==> config.mk <==
export PLATFORM = sky130hd
export DESIGN_NAME = reg_file_sb
export DESIGN_NICKNAME = d
export VERILOG_FILES = /design/src/rtl/reg_file_sb.sv
export SDC_FILE = /design/constraint.sdc
export NUM_CORES = 2
export LEC_CHECK = 0
export CORE_MARGIN = 1
export CORE_UTILIZATION = 25
export DETAILED_ROUTE_END_ITERATION = 8
export SLEW_MARGIN = 10
export SYNTH_ARGS = -nofsm -noshare
export SYNTH_HDL_FRONTEND = slang
export SYNTH_SLANG_ARGS = --single-unit
==> constraint.sdc <==
create_clock -name clk -period 3.1 [get_ports clk]
set_input_delay 0.465 -clock clk [delete_from_list [all_inputs] [get_ports clk]]
set_output_delay 0.465 -clock clk [all_outputs]
set_load 0.03 [all_outputs]
==> src/rtl/reg_file_sb.sv <==
// reg_file_sb: multi-read-port integer register file with a per-register
// busy scoreboard for the pipelined core.
//
// Decode reads operands and busy flags through NREAD combinational ports and
// marks a destination busy at issue. Writeback writes the result and clears
// the busy flag. Register 0 reads as zero and is never busy.
//
// Ports:
//   clk       in   rising-edge clock
//   rst_n     in   asynchronous active-low reset (clears regs, busy, count)
//   rd_addr   in   NREAD read addresses, port i at [i*AW +: AW]
//   rd_data   out  NREAD read values, port i at [i*XLEN +: XLEN]
//   rd_busy   out  per-port busy flag of the addressed register
//   wr_en     in   writeback valid
//   wr_addr   in   writeback destination
//   wr_data   in   writeback value
//   iss_en    in   issue of an instruction with a destination
//   iss_addr  in   destination being marked busy
//   flush     in   clears every busy flag (pipeline squash)
//   all_idle  out  no register busy
//   busy_cnt  out  number of busy registers
module reg_file_sb #(
    parameter int XLEN   = 64,
    parameter int NREGS  = 32,
    parameter int NREAD  = 2,
    parameter int BYPASS = 1,
    localparam int AW    = $clog2(NREGS)
) (
    input  logic                  clk,
    input  logic                  rst_n,
    input  logic [NREAD*AW-1:0]   rd_addr,
    output logic [NREAD*XLEN-1:0] rd_data,
    output logic [NREAD-1:0]      rd_busy,
    input  logic                  wr_en,
    input  logic [AW-1:0]         wr_addr,
    input  logic [XLEN-1:0]       wr_data,
    input  logic                  iss_en,
    input  logic [AW-1:0]         iss_addr,
    input  logic                  flush,
    output logic                  all_idle,
    output logic [AW:0]           busy_cnt
);

    logic [XLEN-1:0] regs_q [NREGS];
    logic [NREGS-1:0] busy_q;
    logic [NREGS-1:0] busy_d;
    logic [AW:0]      busy_cnt_q;
    logic [AW:0]      busy_cnt_d;

    // Accesses to register 0 are dropped everywhere.
    logic wr_act;
    logic iss_act;
    assign wr_act  = wr_en  && (wr_addr  != '0);
    assign iss_act = iss_en && (iss_addr != '0);

    logic inc;
    logic dec;

    always_comb begin
        busy_d     = busy_q;
        busy_cnt_d = busy_cnt_q;
        inc        = 1'b0;
        dec        = 1'b0;
        if (flush) begin
            // A same-cycle issue is squashed along with everything else.
            busy_d     = '0;
            busy_cnt_d = '0;
        end else begin
            // Clear first, then set: on a same-register collision the new
            // producer owns the register, so it stays busy.
            if (wr_act) busy_d[wr_addr] = 1'b0;
            if (iss_act) busy_d[iss_addr] = 1'b1;
            // Count only real 0->1 and 1->0 transitions of the flags.
            inc = iss_act && !busy_q[iss_addr];
            dec = wr_act && busy_q[wr_addr] &&
                  !(iss_act && (iss_addr == wr_addr));
            busy_cnt_d = busy_cnt_q + (AW+1)'(inc) - (AW+1)'(dec);
        end
    end

    always_ff @(posedge clk or negedge rst_n) begin
        if (!rst_n) begin
            for (int i = 0; i < NREGS; i++) regs_q[i] <= '0;
        end else if (wr_act) begin
            // Writes commit even under flush.
            regs_q[wr_addr] <= wr_data;
        end
    end

    always_ff @(posedge clk or negedge rst_n) begin
        if (!rst_n) begin
            busy_q     <= '0;
            busy_cnt_q <= '0;
        end else begin
            busy_q     <= busy_d;
            busy_cnt_q <= busy_cnt_d;
        end
    end

    assign busy_cnt = busy_cnt_q;
    assign all_idle = (busy_cnt_q == '0);

    for (genvar g = 0; g < NREAD; g++) begin : g_rd
        logic [AW-1:0] ra;
        logic          hit;
        assign ra  = rd_addr[g*AW +: AW];
        // A same-cycle writeback to the addressed register supplies both the
        // fresh value and a cleared busy flag.
        assign hit = (BYPASS != 0) && wr_act && (wr_addr == ra);
        assign rd_data[g*XLEN +: XLEN] = (ra == '0) ? '0 :
                                         hit ? wr_data : regs_q[ra];
        assign rd_busy[g] = hit ? 1'b0 : busy_q[ra];
    end

endmodule

**Sequential cells colored by netlist name**

Other cells in gray.
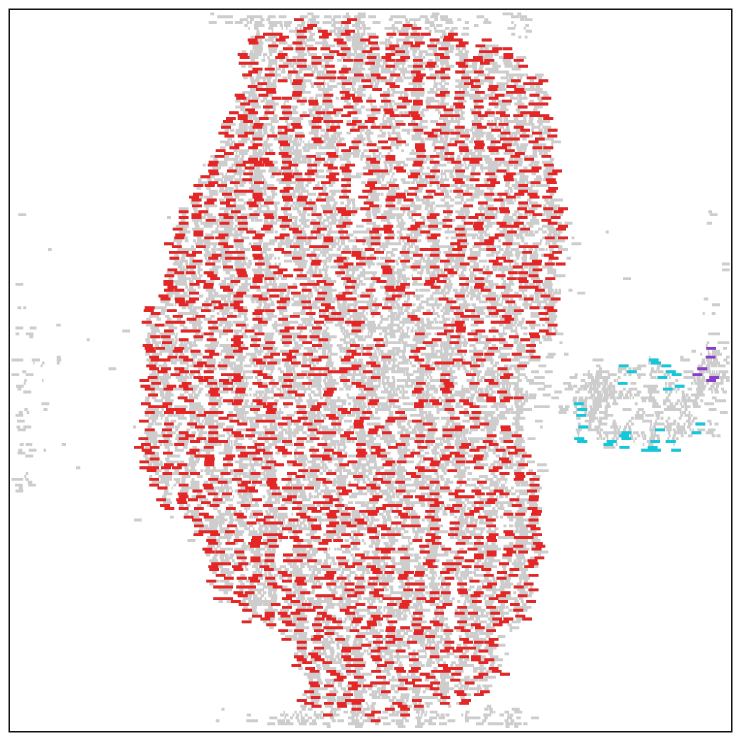
legend:
  regs_q:
    color: red
    flops: 2048
  busy_q:
    color: cyan
    flops: 32
    where: east
  busy_cnt:
    color: purple
    flops: 6
    where: east

**Routed metal, one color a layer**

Only two layers are drawn.
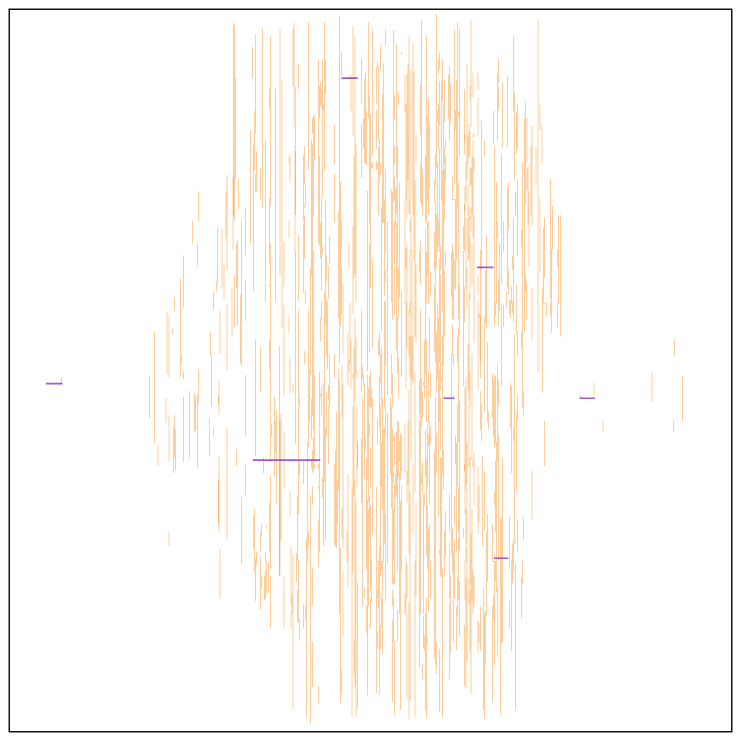
legend:
  met4:
    color: orange
    wire_length: 47.9 mm
  met5:
    color: purple
    wire_length: 135 µm

**Cell placement**

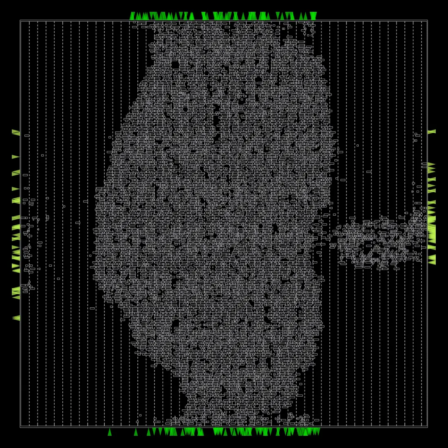
fill count: 43245
core area: 449000 µm²
total number of placement rows: 246

**The metal 2 layer**

The bar under the picture is 200 µm long.
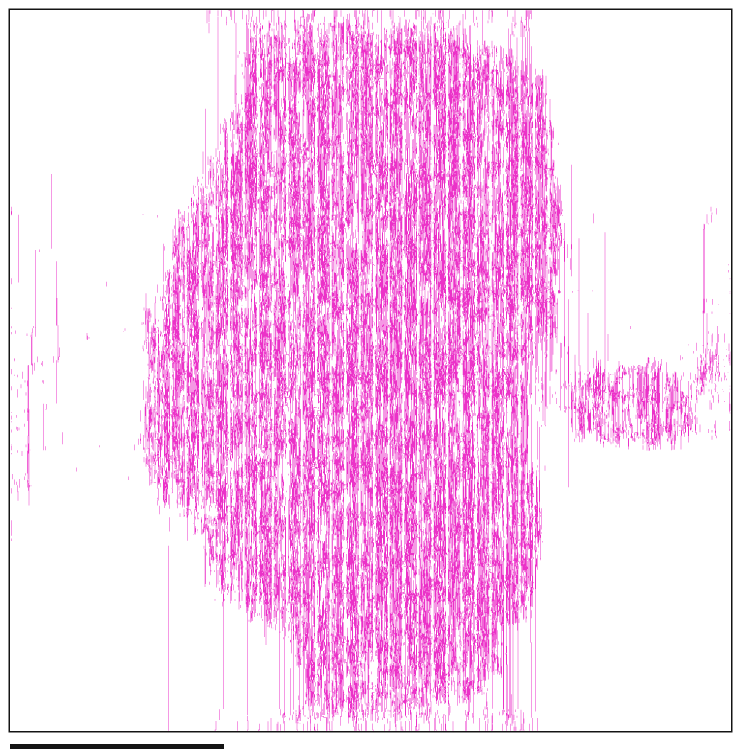
wire length on this layer: 223 mm
nets with wire on the layer: 8550
share of all routed wire: 43%
longest straight run: 173 µm

**Nets reached from selected ports**

The bar under the picture is 200 µm long.
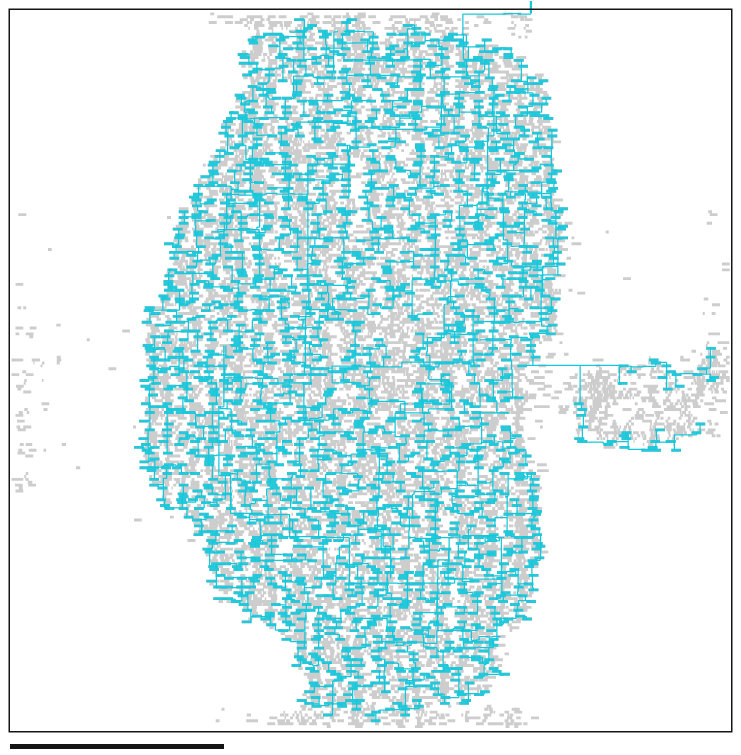
legend:
  rst_n:
    color: cyan
    bits: 1
    direction: input
    edge: north
    end_cells: 2086
    wire: 19300 µm

==> notes.md <==
### Status
* **status** finished, violations left
* **violated checks** setup timing

### Final timing
* **final count of pins violating max slew** 0
* **fmax** 283 MHz
* **final worst-path setup slack** -0.429 ns
* **Final setup viols** 105
* **final setup TNS** -13.49 ns
* **unrepaired setup endpoints after global routing** yes
* **hold slack** 0.0736 ns

### GRT
* **met2 global-route usage** 0.327
* **GRT busiest layer** met2
* **GR Util All Layers** 0.221
* **first-pass GRT wire length** 713 mm
* **GRT met3 Usage** 0.0549
* **total overflow reported by the global router** 0
* **pin count of the biggest net entering global routing** 141

### Floorplan
* **count of boundary I/O pins** 226
* **Die Area** 454000 µm²
* **Die Width** 674 µm
* **vertical die dimension** 674 µm

### Clock tree
* **number of buffers on the longest clock path** 4
* **clock input transition at the sequential cells of the worst setup and hold paths** 0.07 ns
* **count of clock tree sinks** 2086
* **root buffer cell** clkbuf_16
* **cts bufs inserted** 227

### Routing
* **per-cell via count in the routed design** 5.64
* **Detailed Routing Iterations Pass 1** 6
* **1st-iter DRT viols** 9919

### Power
* **worst vdd rail ir drop** 0.000501 V
* **biggest power consumer among the groups** sequential cells
* **net load switching power** 26.5 mW
* **Switching Fraction** 0.299
* **power in sequential cells** 36.4 mW
* **power in combinational cells** 23.1 mW
* **combinational share of power** 0.260

### Synth
* **number of warnings printed during yosys synthesis** 0
* **number of distinct library cells after synthesis** 79
* **dominant synthesized flop cell** dfrtp_1
* **Multiplexer share** 0.413
* **FA/HA/MAJ Cells, Area Fraction** 0.00106
* **Largest cells by area** dfrtp_1 (46%), mux2_2 (20%), mux4_2 (17%)
* **area share of the leading cell type in the synthesized netlist** 0.462
* **Post-synth EDFFs** 0
* **register share after synthesis** 0.462
* **async set-reset flop share out of synthesis** 1.00
* **cell accounting for the most synthesized area** dfrtp_1

### Final layout
* **final design area excluding fillers** 150000 µm²
* **Final Non-Filler Cells** 15152

### Setup path
* **worst reg2reg path endpoint** busy_cnt[4]
* **critical path required time** 2.63 ns
* **Slowest cell on crit path** mux4_2
* **Stages on worst setup path** 7
* **depth of the worst register-to-register path** 14
* **timing endpoint of the critical path** rd_data[3]
* **register-to-register setup slack** -0.16 ns
* **critical register-to-register path startpoint** busy_q[8]
* **start point of the critical path** regs_q[771]
* **stage delay of the slowest cell on the critical path** 0.47 ns
* **category of the worst setup path capture point** output pin

### Place
* **placed cell count** 14452

==> sequential cells by signal (all words and copies together), names as in the netlist <==
signal	flops
busy_cnt	6
busy_q	32
regs_q	2048
==> logic make-up (layout without fill, tap and decap cells) <==
| family | after synthesis | after routing |
|---|---|---|
| fa+ha+maj | 9 | 9 |
| other cells | 0 | 17 |
| buf+inv | 913 | 2198 |
| simple gates | 639 | 639 |
| flops | 2086 | 2086 |
| compound gates | 939 | 939 |
| mux | 3293 | 3293 |
| xor+xnor | 19 | 19 |
==> layout by cell type (no fill, tap or decap), types with 69 or more instances in the layout <==
cell type and instances:
buf_12 516, a21oi_1 93, mux2i_1 351, buf_4 979
nor2_1 116, clkdlybuf4s50_1 78, a22oi_1 117, mux4_2 871
a22oi_2 75, nand2_1 144, buf_6 107, mux2_2 1972
o22ai_1 69, o21ai_0 81, dfrtp_1 2086, clkbuf_16 240
==> timing repair <==
action	4_1_cts	5_1_grt
pin swaps	330	196
endpoints found under the hold margin	181	0
resized	802	259
hold buffers	1	0
buffers inserted	181	114
gates cloned	18	8
endpoints found under the setup margin	132	134
==> through the flow <==
| step | utilization | setup slack [ns] |
|---|---|---|
| finish | 0.333 | -0.429 |
| global route | 0.333 | -0.479 |
| CTS | 0.328 | -0.494 |
| detailed placement | 0.299 | -1.11 |
| global placement | 0.299 | -1.16 |
| floorplan | - | -0.185 |
==> final cells by class <==
class,instances,area share
Multi-Input combinational cell,4899,0.403
Sequential cell,2086,0.349
Timing Repair Buffer,1768,0.146
Tap cell,5952,0.0497
Clock buffer,336,0.0450
Clock inverter,78,0.00733
Inverter,16,0.000510
Antenna cell,17,0.000284
==> per-layer routing <==
metal | wire, µm | vias to the layer above
met3 | 49900 | 1627
met2 | 223000 | 5464
met4 | 47900 | 14
li1 | - | 32700
met1 | 195000 | 45708
met5 | 135 | -
Power figures rest on the tool's default switching activity, not on a simulated workload.
